$ cat src/rtl/ternary_mac_pkg.sv
// Shared constants and types for the ternary-weight MAC engine.
package ternary_mac_pkg;

  localparam int unsigned N_ELEM = 16;
  localparam int unsigned DATA_W = 8;
  localparam int unsigned W_W    = 2;
  localparam int unsigned ACC_W  = 14;
  localparam int unsigned IDX_W  = $clog2(N_ELEM);

  localparam logic [W_W-1:0] W_ZERO = 2'b00;
  localparam logic [W_W-1:0] W_POS  = 2'b01;
  localparam logic [W_W-1:0] W_NEG  = 2'b11;
  localparam logic [W_W-1:0] W_RSVD = 2'b10;

  typedef enum logic [0:0] {
    S_IDLE = 1'b0,
    S_RUN  = 1'b1
  } state_t;

endpackage

$ cat src/rtl/ternary_term.sv
// Combinational ternary product: maps an unsigned activation and a 2-bit weight code to a signed term.
module ternary_term
  import ternary_mac_pkg::*;
(
  input  logic        [DATA_W-1:0] data,
  input  logic        [W_W-1:0]    code,
  output logic signed [ACC_W-1:0]  term
);

  logic signed [ACC_W-1:0] ext;

  assign ext = signed'({{(ACC_W-DATA_W){1'b0}}, data});

  always_comb begin
    term = '0;
    unique case (code)
      W_POS:   term = ext;
      W_NEG:   term = -ext;
      W_ZERO:  term = '0;
      W_RSVD:  term = '0;
      default: term = '0;
    endcase
  end

endmodule

$ cat src/rtl/ternary_mac.sv
// Sequential ternary-weight dot product, one element per cycle, with registered activation output.
// Build option: define TERNARY_MAC_RELU_EN for a saturating ReLU on act_out; otherwise act_out is result[7:0].
module ternary_mac
  import ternary_mac_pkg::*;
(
  input  logic                      clk,
  input  logic                      rst_n,
  input  logic                      start,
  input  logic [N_ELEM*W_W-1:0]     weights,
  input  logic [N_ELEM*DATA_W-1:0]  data,
  output logic                      busy,
  output logic                      done,
  output logic signed [ACC_W-1:0]   result,
  output logic [7:0]                act_out
);

  state_t                             state;
  logic signed [ACC_W-1:0]            acc;
  logic [IDX_W-1:0]                   idx;
  logic [N_ELEM-1:0][W_W-1:0]         w_snap;
  logic [N_ELEM-1:0][DATA_W-1:0]      d_snap;
  logic signed [ACC_W-1:0]            term;
  logic signed [ACC_W-1:0]            sum;
  logic [7:0]                         act_next;

  ternary_term u_term (
    .data (d_snap[idx]),
    .code (w_snap[idx]),
    .term (term)
  );

  assign sum  = acc + term;
  assign busy = (state == S_RUN);

`ifdef TERNARY_MAC_RELU_EN
  // Negative clamps to 0; any bit above the low byte of a positive sum means > 255.
  always_comb begin
    act_next = sum[7:0];
    if (sum[ACC_W-1])
      act_next = '0;
    else if (|sum[ACC_W-2:8])
      act_next = '1;
  end
`else
  always_comb begin
    act_next = sum[7:0];
  end
`endif

  always_ff @(posedge clk or negedge rst_n) begin
    if (!rst_n) begin
      state   <= S_IDLE;
      acc     <= '0;
      idx     <= '0;
      w_snap  <= '0;
      d_snap  <= '0;
      result  <= '0;
      act_out <= '0;
      done    <= 1'b0;
    end else begin
      done <= 1'b0;
      unique case (state)
        S_IDLE: begin
          if (start) begin
            w_snap <= weights;
            d_snap <= data;
            acc    <= '0;
            idx    <= '0;
            state  <= S_RUN;
          end
        end
        S_RUN: begin
          if (idx == IDX_W'(N_ELEM - 1)) begin
            result  <= sum;
            act_out <= act_next;
            done    <= 1'b1;
            idx     <= '0;
            state   <= S_IDLE;
          end else begin
            acc <= sum;
            idx <= idx + 1'b1;
          end
        end
        default: state <= S_IDLE;
      endcase
    end
  end

endmodule
$ cat config.mk
export PLATFORM = sky130hd
export DESIGN_NAME = ternary_mac
export DESIGN_NICKNAME = d
export VERILOG_FILES = /design/src/rtl/ternary_mac_pkg.sv /design/src/rtl/ternary_term.sv /design/src/rtl/ternary_mac.sv
export SDC_FILE = /design/constraint.sdc
export NUM_CORES = 1
export LEC_CHECK = 0
export ABC_CLOCK_PERIOD_IN_PS = 9300
export CAP_MARGIN = 20
export CORE_ASPECT_RATIO = 1.4
export CORE_MARGIN = 1.5
export CORE_UTILIZATION = 53
export CTS_CLUSTER_DIAMETER = 200
export DETAILED_ROUTE_END_ITERATION = 10
export PLACE_DENSITY_LB_ADDON = 0.25
export REMOVE_ABC_BUFFERS = 1
export SKIP_CTS_REPAIR_TIMING = 1
export SYNTH_ARGS = -nofsm -noshare
export SYNTH_HDL_FRONTEND = slang
export SYNTH_SLANG_ARGS = --single-unit
$ cat constraint.sdc
create_clock -name clk -period 9.3 [get_ports clk]
set_input_delay 1.86 -clock clk [delete_from_list [all_inputs] [get_ports clk]]
set_output_delay 1.86 -clock clk [all_outputs]
set_load 0.02 [all_outputs]
==> results.yml, run 1 <==
# yosys + openroad results
drt:
  initialDrtViolationCount: 424
  drc: 0
  detailroute.wirelength.met2_um: 11990
  routedWlPerCell_um: 15.96
  highest_layer: "met4"
  antenna_violating_nets_left: 0
flow_run:
  warning_count: 31
  drv.max_cap_violation_count: 0
hold_path:
  timing.hold.worst_endpoint: "d_snap[112]"
  worstHoldStart: "d_snap[112]"
floorplanning:
  die_w_um: 115.3
  initial_core_util_pct: 54.03
  core.rowCount: 57
layout:
  antenna-diode-count: 1
  comb_area_share_pct: 34.59
  clock_area_share_pct: 5.198
  largest_reg_flops: 128
  seq_area_sq_um: 4857
  dominant-cell-class: "flip-flops and latches"
  layout.buffer.nonclock.area_share_pct: 16.57
  multiInputCombCellCount: 729
  final.fill_count: 1360
  reg_top3: "d_snap (128), w_snap (32)"
  inverters_excl_clock: 9
  clockBufferCount: 19
pwr:
  p_sw_share_pct: 39.43
  total_power_mw: 4.377
  comb_power_share_pct: 47.5
  switching_power_mw: 1.726
  internal-power_mw: 2.651
  leakage_component_of_the_power_nw: 5.740
  power_density_nw_per_um2: 368.1
  powerClk_mw: 0.762
  p_comb_mw: 2.08
placement:
  placed_cells_incl_taps: 1358
worst_setup_path:
  worst-path-max-fanout: 31
  regToRegSetupSlack_ns: 4.23
  crit_family: "AND-OR/OR-AND gates"
  req_time_crit_path_ns: 9.57
  cp_data_arrival_time_ns: 5.34
  critPathBufInv: 1
  crit_path_max_incr_delay_ns: 0.66
  startpoint_type: "flip-flop"
  worst-r2r-cell-count: 17
  worst_setup_path_end_kind: "flip-flop"
  critical_path_class: "flip-flop to flip-flop"
run_status:
  outcome: "finished, final reports clean"
yosys:
  postSynth.topFlopCell: "dfrtp_1"
  yosys.stat.seqShare_pct: 51.84
  enable_flop_cells: 0
  ys_area_sq_um: 9364
  synthAoiAreaFrac_pct: 5.144
  synth.top_cell.area_share_pct: 51.84
  number_of_distinct_library_cells_after_synthesis: 46
  post_synth_inst_count: 998
  synth-simple-area-share_pct: 24.14
clock_network:
  clock-sinks: 194
  cts.reportedPaths.clkPinSlew_ns: 0.07
  insertion_delay_ns: 0.43
  tritoncts: "done"
  cts_max_path_buffers: 2
  cts_root_buffer: "clkbuf_16"
  htree_num_levels: 4
final_timing:
  finalHoldWorstSlack_ns: 0.4700
  final_min_period_over_clock_period_pct: 54.51
  layout_setup_ws_ns: 4.231
  grt_setup_unrepaired: "no"
grt:
  grt_use_met1_pct: 31.38
  grtUsageMet2_pct: 44.78
  gr-total-overflow: 0
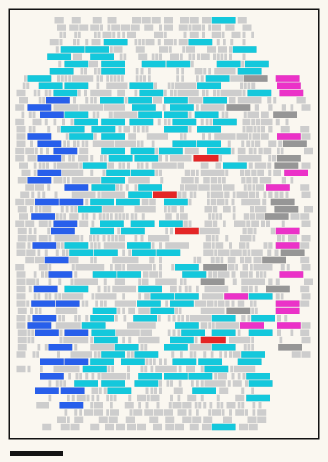
(run_1/flops_by_reg.png)
Scale bar: 20 um. Other sequential cells in the stronger grey, the rest of the logic in the fainter grey.
| signal | colour | flops |
|---|---|---|
| idx | red | 4 |
| w_snap | blue | 32 |
| result | magenta | 14 |
| d_snap | cyan | 128 |
not coloured: 16
flip-flop and latch share of the layout cell area: 40.85%
Final Core Density: 68.61%
sequential power: 1.53 mW

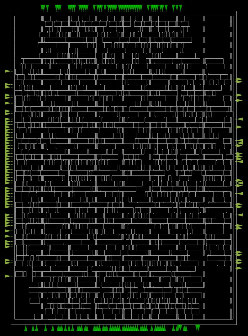
(run_1/placement.png)
final non-filler cell total: 1394
final sequential cell count: 194

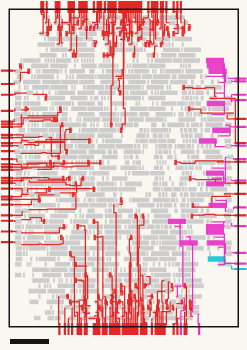
(run_1/io_fan.png)
Scale bar: 20 um.
| port | colour | direction | end cells | buffers | wire |
|---|---|---|---|---|---|
| result | magenta | output | 14 | 14 | 319 um |
| data | red | input | 128 | 128 | 2990 um |
| done | cyan | output | 1 | 1 | 5.60 um |
port bufs: 186
number of I/O pins: 187

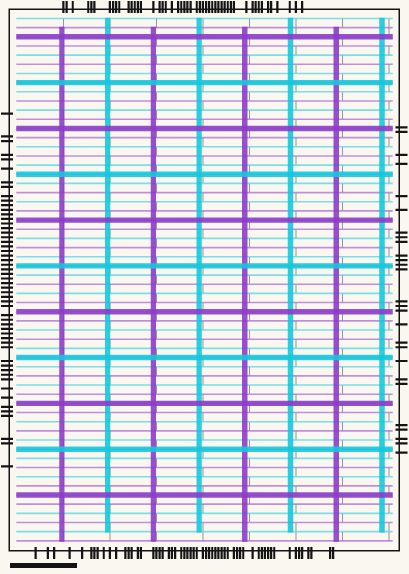
(run_1/power_grid.png)
Scale bar: 20 um. Pins as bars on the die edge. Tap cells in grey.
| net | colour |
|---|---|
| VSS | purple |
| VDD | cyan |
met4 straps: 8
met5 straps: 11
tap cells: 236
met1 rails: 58
signal pins: 187
die height: 160.3 um
Floorplan Core Area: 17330 sq um
IR drop worst, VDD: 0.1851 mV

==> run 1 -> run 2 <==
--- a/config.mk
+++ b/config.mk
@@ -5,11 +5,11 @@
 export SDC_FILE = /design/constraint.sdc
 export NUM_CORES = 1
 export LEC_CHECK = 0
-export ABC_CLOCK_PERIOD_IN_PS = 9300
+export ABC_CLOCK_PERIOD_IN_PS = 5070
 export CAP_MARGIN = 20
 export CORE_ASPECT_RATIO = 1.4
 export CORE_MARGIN = 1.5
-export CORE_UTILIZATION = 53
+export CORE_UTILIZATION = 52
 export CTS_CLUSTER_DIAMETER = 200
 export DETAILED_ROUTE_END_ITERATION = 10
 export PLACE_DENSITY_LB_ADDON = 0.25
==> constraint.sdc (replaced) <==
create_clock -name clk -period 5.07 [get_ports clk]
set_input_delay 1.014 -clock clk [delete_from_list [all_inputs] [get_ports clk]]
set_output_delay 1.014 -clock clk [all_outputs]
set_load 0.02 [all_outputs]
==> run 2 against run 1 <==
Setup slack got worse by 3.7 ns. Final area rose by 0.37%. Synthesized area did not move. Global-route usage barely moved. Worst hold slack improved by 0.0024 ns. Utilization fell by 0.31 points. Largest cell class unchanged.
==> results.yml, run 2 <==
# yosys + openroad results
worst_setup_path:
  worstSetupEndpoint: "acc[13]"
  regToRegSetupSlack_ns: 0.52
  cp_data_arrival_time_ns: 4.88
  worst-r2r-cell-count: 18
  worst_setup_path_end_kind: "flip-flop"
  critPathBufInv: 1
  crit_family: "simple AND/OR/NAND/NOR gates"
  startpoint_type: "flip-flop"
  critical_path_class: "flip-flop to flip-flop"
  crit_start: "idx[0]"
  req_time_crit_path_ns: 5.40
  crit_path_max_incr_delay_ns: 0.69
  worst-path-max-fanout: 15
drt:
  highest_layer: "met4"
  initialDrtViolationCount: 448
  antenna_violating_nets_left: 0
  drc: 0
  routedWlPerCell_um: 16.31
  detailroute.wirelength.met2_um: 12320
yosys:
  synthAoiAreaFrac_pct: 5.144
  topCombFamilyByArea: "simple AND/OR/NAND/NOR gates"
  ys_area_sq_um: 9364
  post-synth-top-count-cell: "nand2_1"
  synthMuxAreaShare_pct: 10.48
  synth.top_cell.area_share_pct: 51.84
  enable_flop_cells: 0
  synth_async_sr_flop_share_pct: 100.0
  postSynth.topFlopCell: "dfrtp_1"
  post_synth_inst_count: 998
  synth-adder-area-share_pct: 2.218
  synth-simple-area-share_pct: 24.14
  number_of_distinct_library_cells_after_synthesis: 46
  yosys.stat.seqShare_pct: 51.84
layout:
  reg_top3: "d_snap (128), w_snap (32)"
  clock_area_share_pct: 5.420
  layout.cells.non_filler: 1399
  largest_reg_flops: 128
  multiInputCombCellCount: 729
  layout.cells.most_common_list: "518 x nand2_1, 192 x dfrtp_1, 185 x clkdlybuf4s50_1"
  antenna-diode-count: 0
  seq_area_sq_um: 4857
  final.fill_count: 1323
  clockBufferCount: 17
  layout.buffer.nonclock.area_share_pct: 16.66
  registers.top_by_ff_count: "d_snap"
  dominant-cell-class: "flip-flops and latches"
  nFlopsAndLatches: 194
  comb_area_share_pct: 34.46
  layout_cells_sized_above_1_pct: 8.340
  area.share.sequential_pct: 40.70
  inverters_excl_clock: 9
placement:
  placed_cells_incl_taps: 1367
  placed_cell_area_sq_um: 11290
  pre_cts_slack_ns: 0.5512
  gp_congestion: 0.8467
  placement.io_buffers: 186
grt:
  grt_use_met1_pct: 31.29
  grt_first_pass_wirelength_um: 37250
  grtUsageMet2_pct: 45.16
  met3_usage_pct: 4.963
  gr-total-overflow: 0
  grt_pass1_vias: 7655
pwr:
  p_sw_share_pct: 39.53
  power_density_nw_per_um2: 683.1
  total_power_mw: 8.152
  p_comb_mw: 3.88
  switching_power_mw: 3.222
  internal-power_mw: 4.930
  comb_power_share_pct: 47.6
  share_seq_of_total_power_pct: 34.4
  worst_ir_drop_vdd_mv: 0.3008
  powerClk_mw: 1.46
  seq_power_mw: 2.81
  leakage_component_of_the_power_nw: 5.778
flow_run:
  warning_count: 27
  drv.max_cap_violation_count: 0
floorplanning:
  die_w_um: 116.4
  fp.dieArea_sq_um: 18830
  core.rowCount: 57
  nWellTaps: 236
  dieHeight_um: 161.8
  floorplan.io_pins: 187
clock_network:
  cts_root_buffer: "clkbuf_16"
  cts_max_path_buffers: 2
  clock-sinks: 194
  tritoncts: "done"
  htree_num_levels: 4
  insertion_delay_ns: 0.44
  cts.reportedPaths.clkPinSlew_ns: 0.07
final_timing:
  finalWorstPathRequiredPeriod_ns: 4.551
  final_min_period_over_clock_period_pct: 89.77
  tightest_slew_ns: 0.9987
  layout_setup_ws_ns: 0.5185
  hold_viol: 0
  finalHoldWorstSlack_ns: 0.4724
  maximum_achievable_frequency_mhz: 219.7
  grt_setup_unrepaired: "no"
hold_path:
  worstHoldPathType: "flip-flop to flip-flop"
  timing.hold.worst_endpoint: "d_snap[101]"
  worstHoldStart: "d_snap[101]"
run_status:
  outcome: "finished, final reports clean"
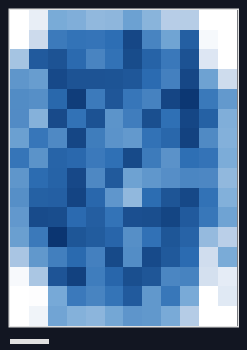
(run_2/cell_density.png)
Scale bar: 20 um. The die is cut into 12 by 16 equal tiles; white is low, dark blue is high, 0 to 100% covered.
nearly empty tiles: 6.2%
mean over tiles: 62%
tiles over 75% full: 35%
fullest tile: 98%
Core Util at FP: 53.59%
Floorplan Core Area: 17470 sq um
Final Core Density: 68.30%

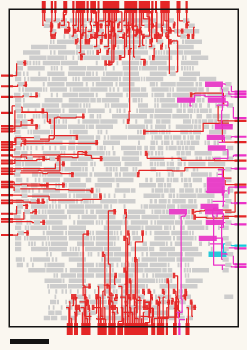
(run_2/io_fan.png)
Scale bar: 20 um.
| port | colour | direction | end cells | buffers | wire |
|---|---|---|---|---|---|
| data | red | input | 128 | 128 | 2950 um |
| result | magenta | output | 14 | 14 | 341 um |
| done | cyan | output | 1 | 1 | 9.50 um |

Power is estimated from default activity; no workload was simulated.
